==> src/rtl/lfsr_cap_pkg.sv <==
`default_nettype none
// ============================================================================
//  Module      : lfsr_cap_pkg
//  Description : Shared constants and types for the LFSR output capture stage.
//                Sample width, MISR feedback taps and the sample type.
//  Revision    : 1.0  initial release
// ============================================================================
package lfsr_cap_pkg;

    // Sample width, equal to the width of the upstream generator output.
    localparam int DATA_W = 11;

    // MISR feedback taps for x^11 + x^9 + 1. These are bit indices into the
    // signature register: the bit shifted out and the bit two below it.
    localparam int MISR_TAP_HI = 10;
    localparam int MISR_TAP_LO = 8;

    // One captured sample.
    typedef logic [DATA_W-1:0] sample_t;

endpackage : lfsr_cap_pkg
`default_nettype wire

==> src/rtl/sync_fifo.sv <==
`default_nettype none
// ============================================================================
//  Module      : sync_fifo
//  Description : Single-clock FIFO with first-word fall-through head.
//                Accepts a push while full when a pop happens in the same
//                cycle. Holds the last popped head on o_data while empty.
//  Revision    : 1.0  initial release
// ============================================================================
module sync_fifo
    import lfsr_cap_pkg::*;
#(
    parameter  int DATA_W = lfsr_cap_pkg::DATA_W,
    parameter  int DEPTH  = 8,
    localparam int CNT_W  = $clog2(DEPTH) + 1
) (
    input  logic              clk,
    input  logic              rst,
    input  logic              i_push,
    input  logic [DATA_W-1:0] i_data,
    input  logic              i_pop,
    output logic [DATA_W-1:0] o_data,
    output logic              o_full,
    output logic              o_empty,
    output logic [CNT_W-1:0]  o_count
);

    localparam int PTR_W = $clog2(DEPTH);

    logic [DATA_W-1:0] r_mem [DEPTH];
    logic [PTR_W-1:0]  r_wr_ptr;
    logic [PTR_W-1:0]  r_rd_ptr;
    logic [CNT_W-1:0]  r_count;
    logic [DATA_W-1:0] r_last_head;

    logic              w_do_push;
    logic              w_do_pop;

    assign o_full    = (r_count == CNT_W'(DEPTH));
    assign o_empty   = (r_count == '0);

    // A pop on an empty FIFO is ignored; a push on a full FIFO only lands
    // when the head leaves in the same cycle.
    assign w_do_pop  = i_pop && !o_empty;
    assign w_do_push = i_push && (!o_full || w_do_pop);

    // Storage array: written at the tail, no reset needed since the empty
    // mux below hides any unwritten entry.
    always_ff @(posedge clk) begin
        if (w_do_push) begin
            r_mem[r_wr_ptr] <= i_data;
        end
    end

    // Pointers and occupancy; pointers wrap naturally as DEPTH is a power of 2.
    always_ff @(posedge clk) begin
        if (rst) begin
            r_wr_ptr <= '0;
            r_rd_ptr <= '0;
            r_count  <= '0;
        end else begin
            if (w_do_push) begin
                r_wr_ptr <= r_wr_ptr + 1'b1;
            end
            if (w_do_pop) begin
                r_rd_ptr <= r_rd_ptr + 1'b1;
            end
            if (w_do_push && !w_do_pop) begin
                r_count <= r_count + 1'b1;
            end else if (w_do_pop && !w_do_push) begin
                r_count <= r_count - 1'b1;
            end
        end
    end

    // Remember the head as it leaves so o_data stays stable once empty.
    always_ff @(posedge clk) begin
        if (rst) begin
            r_last_head <= '0;
        end else if (w_do_pop) begin
            r_last_head <= r_mem[r_rd_ptr];
        end
    end

    assign o_data  = o_empty ? r_last_head : r_mem[r_rd_ptr];
    assign o_count = r_count;

endmodule : sync_fifo
`default_nettype wire

==> src/rtl/lfsr_out_capture.sv <==
`default_nettype none
// ============================================================================
//  Module      : lfsr_out_capture
//  Description : Capture stage for the LFSR generator output. Buffers
//                samples in a small FIFO drained over valid/ready, folds
//                every accepted sample into an MISR signature, flags a
//                stuck generator and records dropped samples.
//  Revision    : 1.0  initial release
// ============================================================================
module lfsr_out_capture
    import lfsr_cap_pkg::*;
#(
    parameter int DATA_W    = lfsr_cap_pkg::DATA_W,
    parameter int DEPTH     = 8,
    parameter int STUCK_LIM = 4
) (
    input  logic                     clk,
    input  logic                     rst,
    input  logic [DATA_W-1:0]        in_data,
    input  logic                     in_valid,
    output logic                     in_ready,
    output logic [DATA_W-1:0]        out_data,
    output logic                     out_valid,
    input  logic                     out_ready,
    output logic [$clog2(DEPTH):0]   count,
    output logic                     overflow,
    output logic [DATA_W-1:0]        signature,
    output logic                     stuck,
    input  logic                     sig_clear
);

    localparam int CNT_W = $clog2(DEPTH) + 1;
    localparam int RUN_W = $clog2(STUCK_LIM);

    // Feedback taps: the package values describe the default 11-bit
    // polynomial; other widths fall back to the same x^N + x^(N-2) + 1 form.
    localparam int c_TAP_HI = (DATA_W == lfsr_cap_pkg::DATA_W) ? MISR_TAP_HI : DATA_W - 1;
    localparam int c_TAP_LO = (DATA_W == lfsr_cap_pkg::DATA_W) ? MISR_TAP_LO : DATA_W - 3;

    localparam logic [RUN_W-1:0] c_RUN_MAX = RUN_W'(STUCK_LIM - 1);

    // ------------------------------------------------------------------
    // Handshake glue
    // ------------------------------------------------------------------
    logic              w_full;
    logic              w_empty;
    logic              w_push;
    logic              w_pop;
    logic              w_drop;
    logic [CNT_W-1:0]  w_count;
    logic [DATA_W-1:0] w_head;

    assign out_valid = !w_empty;
    assign w_pop     = out_valid && out_ready;
    // Ready while there is room, or when the head is leaving this cycle.
    assign in_ready  = !w_full || w_pop;
    assign w_push    = in_valid && in_ready;
    assign w_drop    = in_valid && !in_ready;

    sync_fifo #(
        .DATA_W (DATA_W),
        .DEPTH  (DEPTH)
    ) u_fifo (
        .clk     (clk),
        .rst     (rst),
        .i_push  (w_push),
        .i_data  (in_data),
        .i_pop   (w_pop),
        .o_data  (w_head),
        .o_full  (w_full),
        .o_empty (w_empty),
        .o_count (w_count)
    );

    assign out_data = w_head;
    assign count    = w_count;

    // ------------------------------------------------------------------
    // MISR signature
    // ------------------------------------------------------------------
    logic [DATA_W-1:0] r_sig;
    logic [DATA_W-1:0] w_sig_next;

    assign w_sig_next = {r_sig[DATA_W-2:0], r_sig[c_TAP_HI] ^ r_sig[c_TAP_LO]} ^ in_data;

    // Fold each accepted sample into the signature; clear wins over a push.
    always_ff @(posedge clk) begin
        if (rst || sig_clear) begin
            r_sig <= '0;
        end else if (w_push) begin
            r_sig <= w_sig_next;
        end
    end

    assign signature = r_sig;

    // ------------------------------------------------------------------
    // Stuck-generator detector
    // ------------------------------------------------------------------
    logic [DATA_W-1:0] r_prev;
    logic [RUN_W-1:0]  r_run;
    logic              r_stuck;
    logic [RUN_W-1:0]  w_run_next;

    // Run length of repeats for the current sample, saturating at the limit.
    always_comb begin
        w_run_next = '0;
        if (in_data == r_prev) begin
            w_run_next = (r_run == c_RUN_MAX) ? r_run : r_run + 1'b1;
        end
    end

    // Track previous accepted sample and raise the sticky flag on a full run.
    always_ff @(posedge clk) begin
        if (rst || sig_clear) begin
            r_prev  <= '0;
            r_run   <= '0;
            r_stuck <= 1'b0;
        end else if (w_push) begin
            r_prev <= in_data;
            r_run  <= w_run_next;
            if (w_run_next == c_RUN_MAX) begin
                r_stuck <= 1'b1;
            end
        end
    end

    assign stuck = r_stuck;

    // ------------------------------------------------------------------
    // Overflow flag
    // ------------------------------------------------------------------
    logic r_overflow;

    // Sticky record of a sample offered while the FIFO could not take it.
    always_ff @(posedge clk) begin
        if (rst || sig_clear) begin
            r_overflow <= 1'b0;
        end else if (w_drop) begin
            r_overflow <= 1'b1;
        end
    end

    assign overflow = r_overflow;

endmodule : lfsr_out_capture
`default_nettype wire

==> config.mk <==
export PLATFORM = sky130hd
export DESIGN_NAME = lfsr_out_capture
export DESIGN_NICKNAME = d
export VERILOG_FILES = /design/src/rtl/lfsr_cap_pkg.sv /design/src/rtl/sync_fifo.sv /design/src/rtl/lfsr_out_capture.sv
export SDC_FILE = /design/constraint.sdc
export NUM_CORES = 1
export LEC_CHECK = 0
export CAP_MARGIN = 20
export CORE_UTILIZATION = 40
export DETAILED_ROUTE_END_ITERATION = 6
export PLACE_DENSITY_LB_ADDON = 0.1
export SLEW_MARGIN = 10
export SYNTH_ARGS = -nofsm -noshare
export SYNTH_HDL_FRONTEND = slang
export SYNTH_HIERARCHICAL = 1
export SYNTH_SLANG_ARGS = --single-unit
==> constraint.sdc <==
create_clock -name clk -period 3.3 [get_ports clk]
set_input_delay 0.99 -clock clk [delete_from_list [all_inputs] [get_ports clk]]
set_output_delay 0.99 -clock clk [all_outputs]
set_load 0.02 [all_outputs]
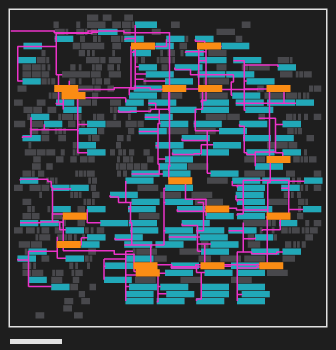
(run_1/clock_wires.png)
The bar under the picture is 20 um long.
cyan -> flip-flops  # count 138
orange -> clock-net drivers  # count 17
magenta -> clock wires  # length 1,660 um
routed clock nets = 18

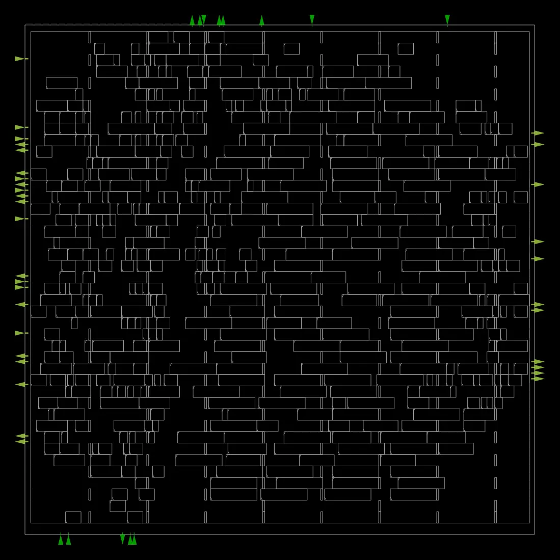
(run_1/placed.png)
flop count: 138
Finished Core Util: 51.7%
flop share of the area: 50.8%
CORE AREA: 0.0139 mm^2

==> impl_metrics.py, run 1 <==
# Metrics from the implementation run
metrics = {
    "sta": {
        "fin_worst_skew_ps": 13.6,
        "maxSlewHeadroom_pct": 59.6,
        "finalClockPeriodUsage_pct": 97.0,
        "min_period_ps": 3200,
        "rsz0062_at_grt": "no",
        "whs_ps": 467,
        "hold_viol": 0,
        "worst_slack_ps": 98.4,
        "final.setup.tns_ps": 0,
        "setup_violations": 0,
        "drv_slew": 0,
        "worst_slew_pin_slew_ps": 605,
        "fmax_mhz": 312,
    },
    "clocking": {
        "cts_tree": "built",
        "cts_root_buffer": "clkbuf_16",
        "cts.sinks": 138,
        "clk_latency_ps": 420,
        "cts_buffers": 17,
        "clk_path_buf_depth": 2,
        "htreeDepth": 4,
        "clk_pin_slew_ps": 60,
    },
    "synth": {
        "avgSynthCellArea_um2": 14.2,
        "yosysTopAreaCell": "edfxtp_1",
        "synth_flops": 138,
        "top_cell_area_share_pct": 46.4,
        "yosysCellCount": 400,
        "yosysSeqAreaShare_pct": 64.0,
        "syn_nets": 422,
        "syn_area_mm2": 0.00569,
        "top_cells_by_area": "edfxtp_1 (46%), dfxtp_1 (18%), mux4_2 (8.3%)",
        "yosysUniqueCellTypes": 43,
        "synth-area-yosys_mm2": 0.00569,
        "yosysWarnings": 6,
        "syn_inst": 400,
    },
    "die": {
        "chipArea_mm2": 0.0147,
        "ioPinCount": 46,
        "rows": 43,
        "die_h_um": 121,
        "initial_core_util_pct": 41.0,
        "dieWidth_um": 121,
    },
    "setup_path": {
        "cp-end-kind": "output pin",
        "startpoint_type": "flop",
        "path_cells": "buf_12 -> mux4_2 -> mux2i_2 -> a21oi_1 -> dlygate4sd2_1",
        "worstSetupEndpoint": "out_data[6]",
        "crit_required_ps": 2310,
        "cp_max_fo": 12,
        "max_stage_delay_ps": 520,
        "critPathArrivalTime_ps": 2210,
        "cp_slowest_cell": "mux4_2",
        "timing.rr.start": "u_fifo/o_count[0]",
        "reg2regPathDepth": 15,
        "r2r_end": "u_fifo/o_count[3]",
        "path_class": "reg -> out",
        "rrSetupSlack_ps": 330,
    },
    "layout": {
        "num-nets-final": 495,
        "fin_cells": 666,
        "antennaDiodeCount": 0,
        "area_growth_pct": 26.2,
        "lay_top_cells": "edfxtp_1 (88), nor2_1 (49), dfxtp_1 (47)",
        "final_common_cell": "edfxtp_1",
        "drive_gt1_share_pct": 25.1,
    },
    "detailed_routing": {
        "num_vias": 3398,
        "drt_iter0_drc": 174,
        "via_per_inst": 5.10,
        "routed_wirelength_mm": 11.7,
        "remaining_drc_errors": 0,
        "routedWlPerCell_um": 17.6,
        "ant_nets": 0,
        "first_pass_iters": 4,
    },
    "placement": {
        "dp_slack_ps": -33.2,
        "hpwl_mm": 7.71,
        "place.gp.congestion": 0.730,
        "portBuffers": 45,
        "dp_cells": 634,
    },
    "pwr": {
        "vdd_ir_drop_max_mv": 0.362,
        "leakage_nw": 2.42,
        "power_density_mw_per_mm2": 826,
    },
    "grt": {
        "grt_max_degree": 35,
        "grt_pass1_wl_mm": 18.7,
        "grt_overflow": 0,
        "grt_antenna_before_repair": 0,
        "grt_pass1_vias": 3417,
        "track_usage_pct": 17.7,
    },
    "run": {
        "warning_count": 26,
        "max-cap-violations": 0,
    },
    "min_path": {
        "hp-class": "reg -> reg",
    },
    "status": {
        "outcome": "finished clean",
    },
}
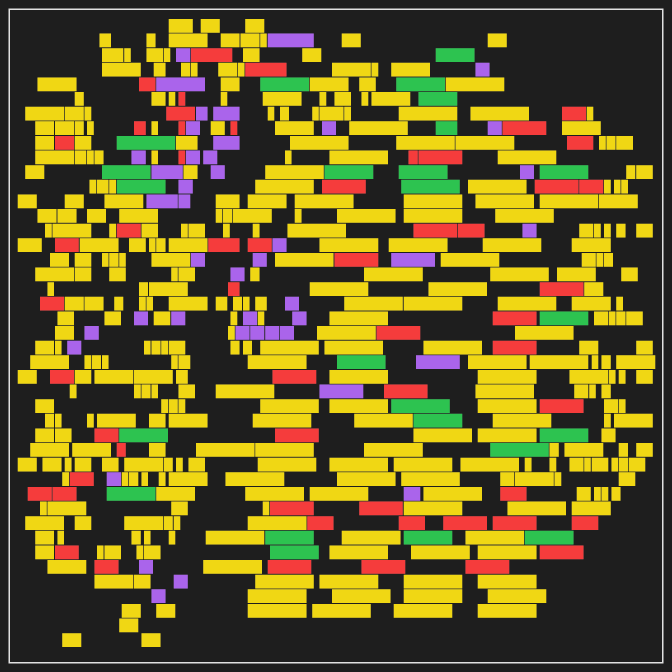
(run_1/sizing.png)
yellow -> x1 and smaller  # cells 364, most used edfxtp_1
purple -> x3 and x4  # cells 43, most used buf_4
red -> x2  # cells 55, most used mux4_2
green -> x6 and larger  # cells 24, most used clkbuf_16

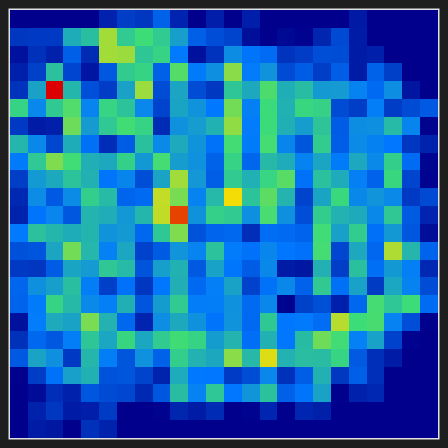
(run_1/route_heat.png)
24 x 24 tiles, from dark blue (low) to red (high), scaled to the fullest tile. Values are wire area over tile area, all layers added.
fullest tile = 0.49
tiles over half the peak = 7.3%
densest ninth of the die = middle
nearly empty tiles = 14%

## run 1: synth_stat cells, drive strengths merged
master	instances
a211oi	22
a21oi	29
a31oi	2
a32o	2
and3	1
buf	16
clkbuf	5
dfxtp	50
edfxtp	88
fa	1
ha	5
inv	10
mux2	1
mux2i	12
mux4	22
nand2	33
nand2b	3
nand3	1
nand4	2
nor2	49
nor2b	1
nor3	6
nor4	1
o211ai	1
o21ai	2
o21ba	1
o221ai	1
o41a	1
or2	1
or4	1
or4b	1
xnor2	23
xor2	6
## run 1: sequential cells by signal, indices dropped and copies added, names as in the netlist, named ones only
| name | count |
|---|---|
| signature | 11 |
| r_prev | 11 |
| u_fifo/r_mem | 88 |
| overflow | 1 |
| r_run | 2 |
| u_fifo/r_wr_ptr | 3 |
| stuck | 1 |
| u_fifo/o_count | 4 |
| u_fifo/r_last_head | 11 |
| u_fifo/r_rd_ptr | 3 |
## run 1: logic make-up (layout without fill, tap and decap cells)
group	after synthesis	in the layout	synth area share, %
mux	35	35	11.1
flops	138	138	64.0
buf+inv	31	117	2.95
xor+xnor	29	29	4.60
simple gates	100	100	7.57
fa+ha+maj	6	6	1.45
compound gates	61	61	8.31
## run 1: area by class of cell
cell class,count,area (um^2)
Multi-Input combinational cell,231,1960
Clock inverter,13,176
Clock buffer,19,433
Timing Repair Buffer,75,693
Sequential cell,138,3650
Tap cell,180,225
Inverter,10,42.5
Fill cell,1200,6700
## run 1: worst min path at each step
stage                     startpoint         to  slack (ps)  cells after the start
final                      r_prev[2]  r_prev[2]         470                      2
after detailed placement   r_prev[2]  r_prev[2]         460                      2
after CTS                  r_prev[2]  r_prev[2]         470                      2
after global placement     r_prev[6]  r_prev[6]         450                      2
after global routing       r_prev[2]  r_prev[2]         490                      2
after floorplan            r_prev[2]  r_prev[2]         450                      2
## run 1: per-stage QoR
stage	total power [mW]	area, um^2
2_1_floorplan	3.43	5730
3_3_place_gp	4.04	6520
3_5_place_dp	4.07	6520
4_1_cts	5.98	7150
5_1_grt	6.25	7180
6_report	5.93	7180
## run 1: power by group
| part | switching, mW | leakage [nW] | internal (mW) |
|---|---|---|---|
| Combinational | 0.983 | 0.930 | 0.821 |
| Clock | 0.691 | 0.284 | 1.26 |
| Sequential | 0.124 | 1.21 | 2.06 |
| Total | 1.80 | 2.42 | 4.13 |
## run 1: critical path: cells and delay by family, from the launching register on
kind            cells  cell delay [ps]
compound gates      1              110
buf+inv             2              510
flops               1              390
mux                 2              790
## run 1: per-layer routing
| metal | GRT usage [%] | wire length [um] |
|---|---|---|
| met5 | 0 | 0 |
| met4 | 6.94 | 121 |
| met3 | 5.50 | 458 |
| met2 | 26.8 | 5430 |
| met1 | 23.8 | 5670 |
## run 1: what timing repair did
action	4_1_cts	5_1_grt
buffers inserted	0	0
endpoints found under the setup margin	11	5
gates resized	20	6
hold buffers	0	0
==> run 2, diff against run 1 <==
--- a/config.mk
+++ b/config.mk
@@ -6,9 +6,10 @@
 export NUM_CORES = 1
 export LEC_CHECK = 0
 export CAP_MARGIN = 20
-export CORE_UTILIZATION = 40
+export CORE_UTILIZATION = 45
 export DETAILED_ROUTE_END_ITERATION = 6
 export PLACE_DENSITY_LB_ADDON = 0.1
+export SKIP_LAST_GASP = 1
 export SLEW_MARGIN = 10
 export SYNTH_ARGS = -nofsm -noshare
 export SYNTH_HDL_FRONTEND = slang
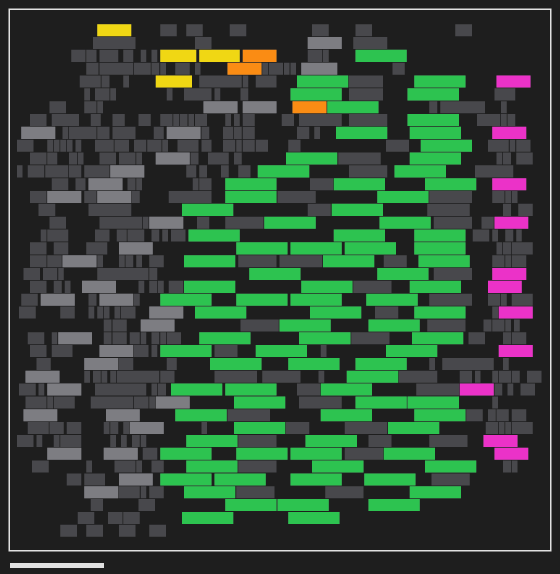
(run_2/ff_map.png)
The bar under the picture is 20 um long.
green -> `u_fifo/r_mem`  # flops 88
yellow -> `u_fifo/o_count`  # flops 4
orange -> `u_fifo/r_rd_ptr`  # flops 3
magenta -> `u_fifo/r_last_head`  # flops 11
not coloured = 32
flop share of the area: 51.5%
P_seq: 2.19 mW
Finished Core Util: 58.3%
Flop area: 0.00365 mm^2

==> run 2 against run 1 <==
The flow now finishes with violations (setup timing). Register-to-register slack barely moved. Count of clock-buffer cells in the layout rose by 3. Final cell count fell by 2.9%. Largest power group unchanged. Sequential share of layout area rose by 0.70 points. Via count did not move. Core utilization rose by 6.5 points. Highest routed layer unchanged. Critical endpoint is now out_data[10].
==> impl_metrics.py, run 2 <==
# Metrics from the implementation run
metrics = {
    "status": {
        "outcome": "finished with violations",
        "violations": "setup timing",
    },
    "detailed_routing": {
        "first_pass_iters": 4,
        "routedWlPerCell_um": 17.4,
        "drt_iter0_drc": 185,
        "ant_nets": 0,
        "remaining_drc_errors": 0,
    },
    "synth": {
        "synth_flops": 138,
        "yosysUniqueCellTypes": 43,
        "yosysWarnings": 6,
        "synth-area-yosys_mm2": 0.00569,
        "syn_area_mm2": 0.00569,
        "syn_nets": 422,
        "async_flop_share_pct": 0,
        "yosysSeqAreaShare_pct": 64.0,
        "top_cells_by_area": "edfxtp_1 (46%), dfxtp_1 (18%), mux4_2 (8.3%)",
        "top_cell_area_share_pct": 46.4,
        "yosysTopAreaCell": "edfxtp_1",
        "ys.flop_type": "edfxtp_1",
        "syn_inst": 400,
        "yosysCellCount": 400,
    },
    "sta": {
        "setup_violations": 1,
        "worst_slack_ps": -77.4,
        "worst_slew_pin_slew_ps": 608,
        "maxSlewHeadroom_pct": 59.5,
        "drv_slew": 0,
        "rsz0062_at_grt": "yes",
        "min_period_ps": 3380,
    },
    "layout": {
        "num-nets-final": 488,
        "largest_register_ffs": 88,
        "final_common_cell": "edfxtp_1",
        "lay_top_cells": "edfxtp_1 (88), nor2_1 (49), dfxtp_1 (46)",
        "fillers": 1023,
        "drive_gt1_share_pct": 23.4,
        "antennaDiodeCount": 0,
        "area_growth_pct": 24.5,
    },
    "clocking": {
        "cts.sinks": 138,
        "cts_root_buffer": "clkbuf_16",
        "clk_path_buf_depth": 2,
        "htreeDepth": 4,
        "cts_tree": "built",
        "clk_latency_ps": 410,
        "post_cts_buffers": 0,
        "cts_hold_buf": 0,
        "cts_buffers": 17,
    },
    "setup_path": {
        "path_cells": "or4_1 -> buf_4 -> a21oi_1 -> clkdlybuf4s50_1",
        "cp_slowest_cell": "clkdlybuf4s50_1",
        "critPathArrivalTime_ps": 2390,
        "max_stage_delay_ps": 610,
        "cp-end-kind": "output pin",
        "timing.rr.start": "u_fifo/o_count[0]",
        "crit_required_ps": 2310,
        "startpoint_type": "flop",
        "path_delay_family": "buffers and inverters",
    },
    "pwr": {
        "p_int_mw": 4.11,
        "swShare_pct": 30.0,
        "vdd_ir_drop_max_mv": 0.406,
        "p_total_mw": 5.87,
        "power_density_mw_per_mm2": 829,
        "combPwrFrac_pct": 30.7,
        "p_sw_mw": 1.76,
        "p_clk_share_pct": 32.0,
    },
    "die": {
        "dieWidth_um": 114,
        "ioPinCount": 46,
        "chipArea_mm2": 0.0131,
    },
    "grt": {
        "grt_max_degree": 35,
        "track_usage_pct": 19.4,
        "grt_overflow": 0,
        "grt_pass1_vias": 3469,
    },
    "min_path": {
        "hp-class": "reg -> reg",
    },
}
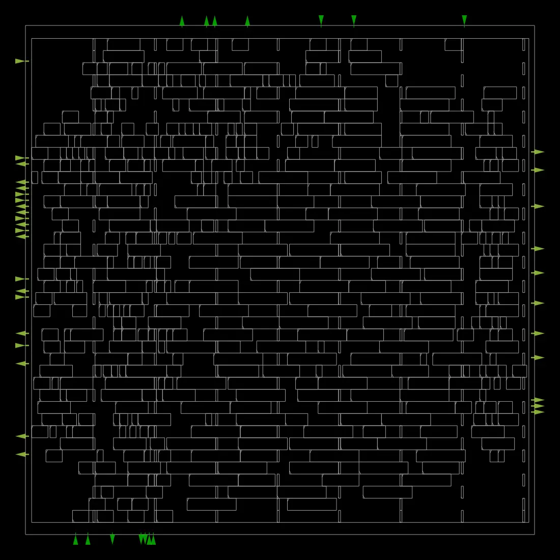
(run_2/placed.png)
n_taps: 168
fin cells: 647
# rows: 40
CORE AREA: 0.0122 mm^2

-- run 2: area by class of cell --
type | instances | area share [%]
flip-flops and latches | 138 | 51.5
multi-input cells | 231 | 27.3
repair buffers | 68 | 9.31
clock buffers | 22 | 6.55
well taps | 168 | 2.97
clock inverters | 10 | 1.75
inverters | 10 | 0.600
-- run 2: per-stage QoR --
step           util, %  TNS, ps  instance area, um^2  hold slack (ps)
5_1_grt           58.3     -199                 7080              483
6_report          58.3    -77.4                 7080              466
4_1_cts           58.1     -600                 7060              466
3_5_place_dp      53.2    -19.4                 6470              460
2_1_floorplan        -        0                 5730              448
3_3_place_gp      53.2        0                 6470              454
-- run 2: power by group through the flow --
stage | logic (mW) | registers, mW | clock network (mW)
CTS | 1.81 | 2.19 | 1.92
floorplan | 1.21 | 2.23 | 0
finish | 1.80 | 2.19 | 1.88
global route | 1.97 | 2.21 | 2.00
detailed placement | 1.84 | 2.22 | 0
global placement | 1.82 | 2.21 | 0
-- run 2: final timing paths --
path / to / slack [ps] / cells past startpoint
min reg2reg: r_prev[10] / 470 / 2
min: r_prev[10] / 470 / 2
max: out_data[10] / -80 / 4
max reg2reg: u_fifo/o_count[3] / 330 / 15
-- run 2: worst min-delay path, delay by kind of cell (launching register included) --
family | cells | cell delay, ps
compound gates | 1 | 50
simple gates | 1 | 50
flops | 1 | 310
-- run 2: cells by family (layout without fill, tap and decap cells) --
group	Yosys count	in the layout	synth area share, %
and+or+nand+nor	100	100	7.57
buffers and inverters	31	110	2.95
xor gates and xnor gates	29	29	4.60
DFF	138	138	64.0
AOI/OAI and AO/OA	61	61	8.31
muxes	35	35	11.1
adders and majority gates	6	6	1.45
-- run 2: routing by layer --
layer,routed length (um),vias up,GRT usage [%],share of wire [%]
li1,-,1615,-,-
met1,5400,1692,26.0,48
met2,5200,76,30.5,46
met3,430,15,4.76,3.8
met4,208,0,7.88,1.9
met5,0,-,0,0
No activity file was given, so power comes from the tool's default toggle rates.
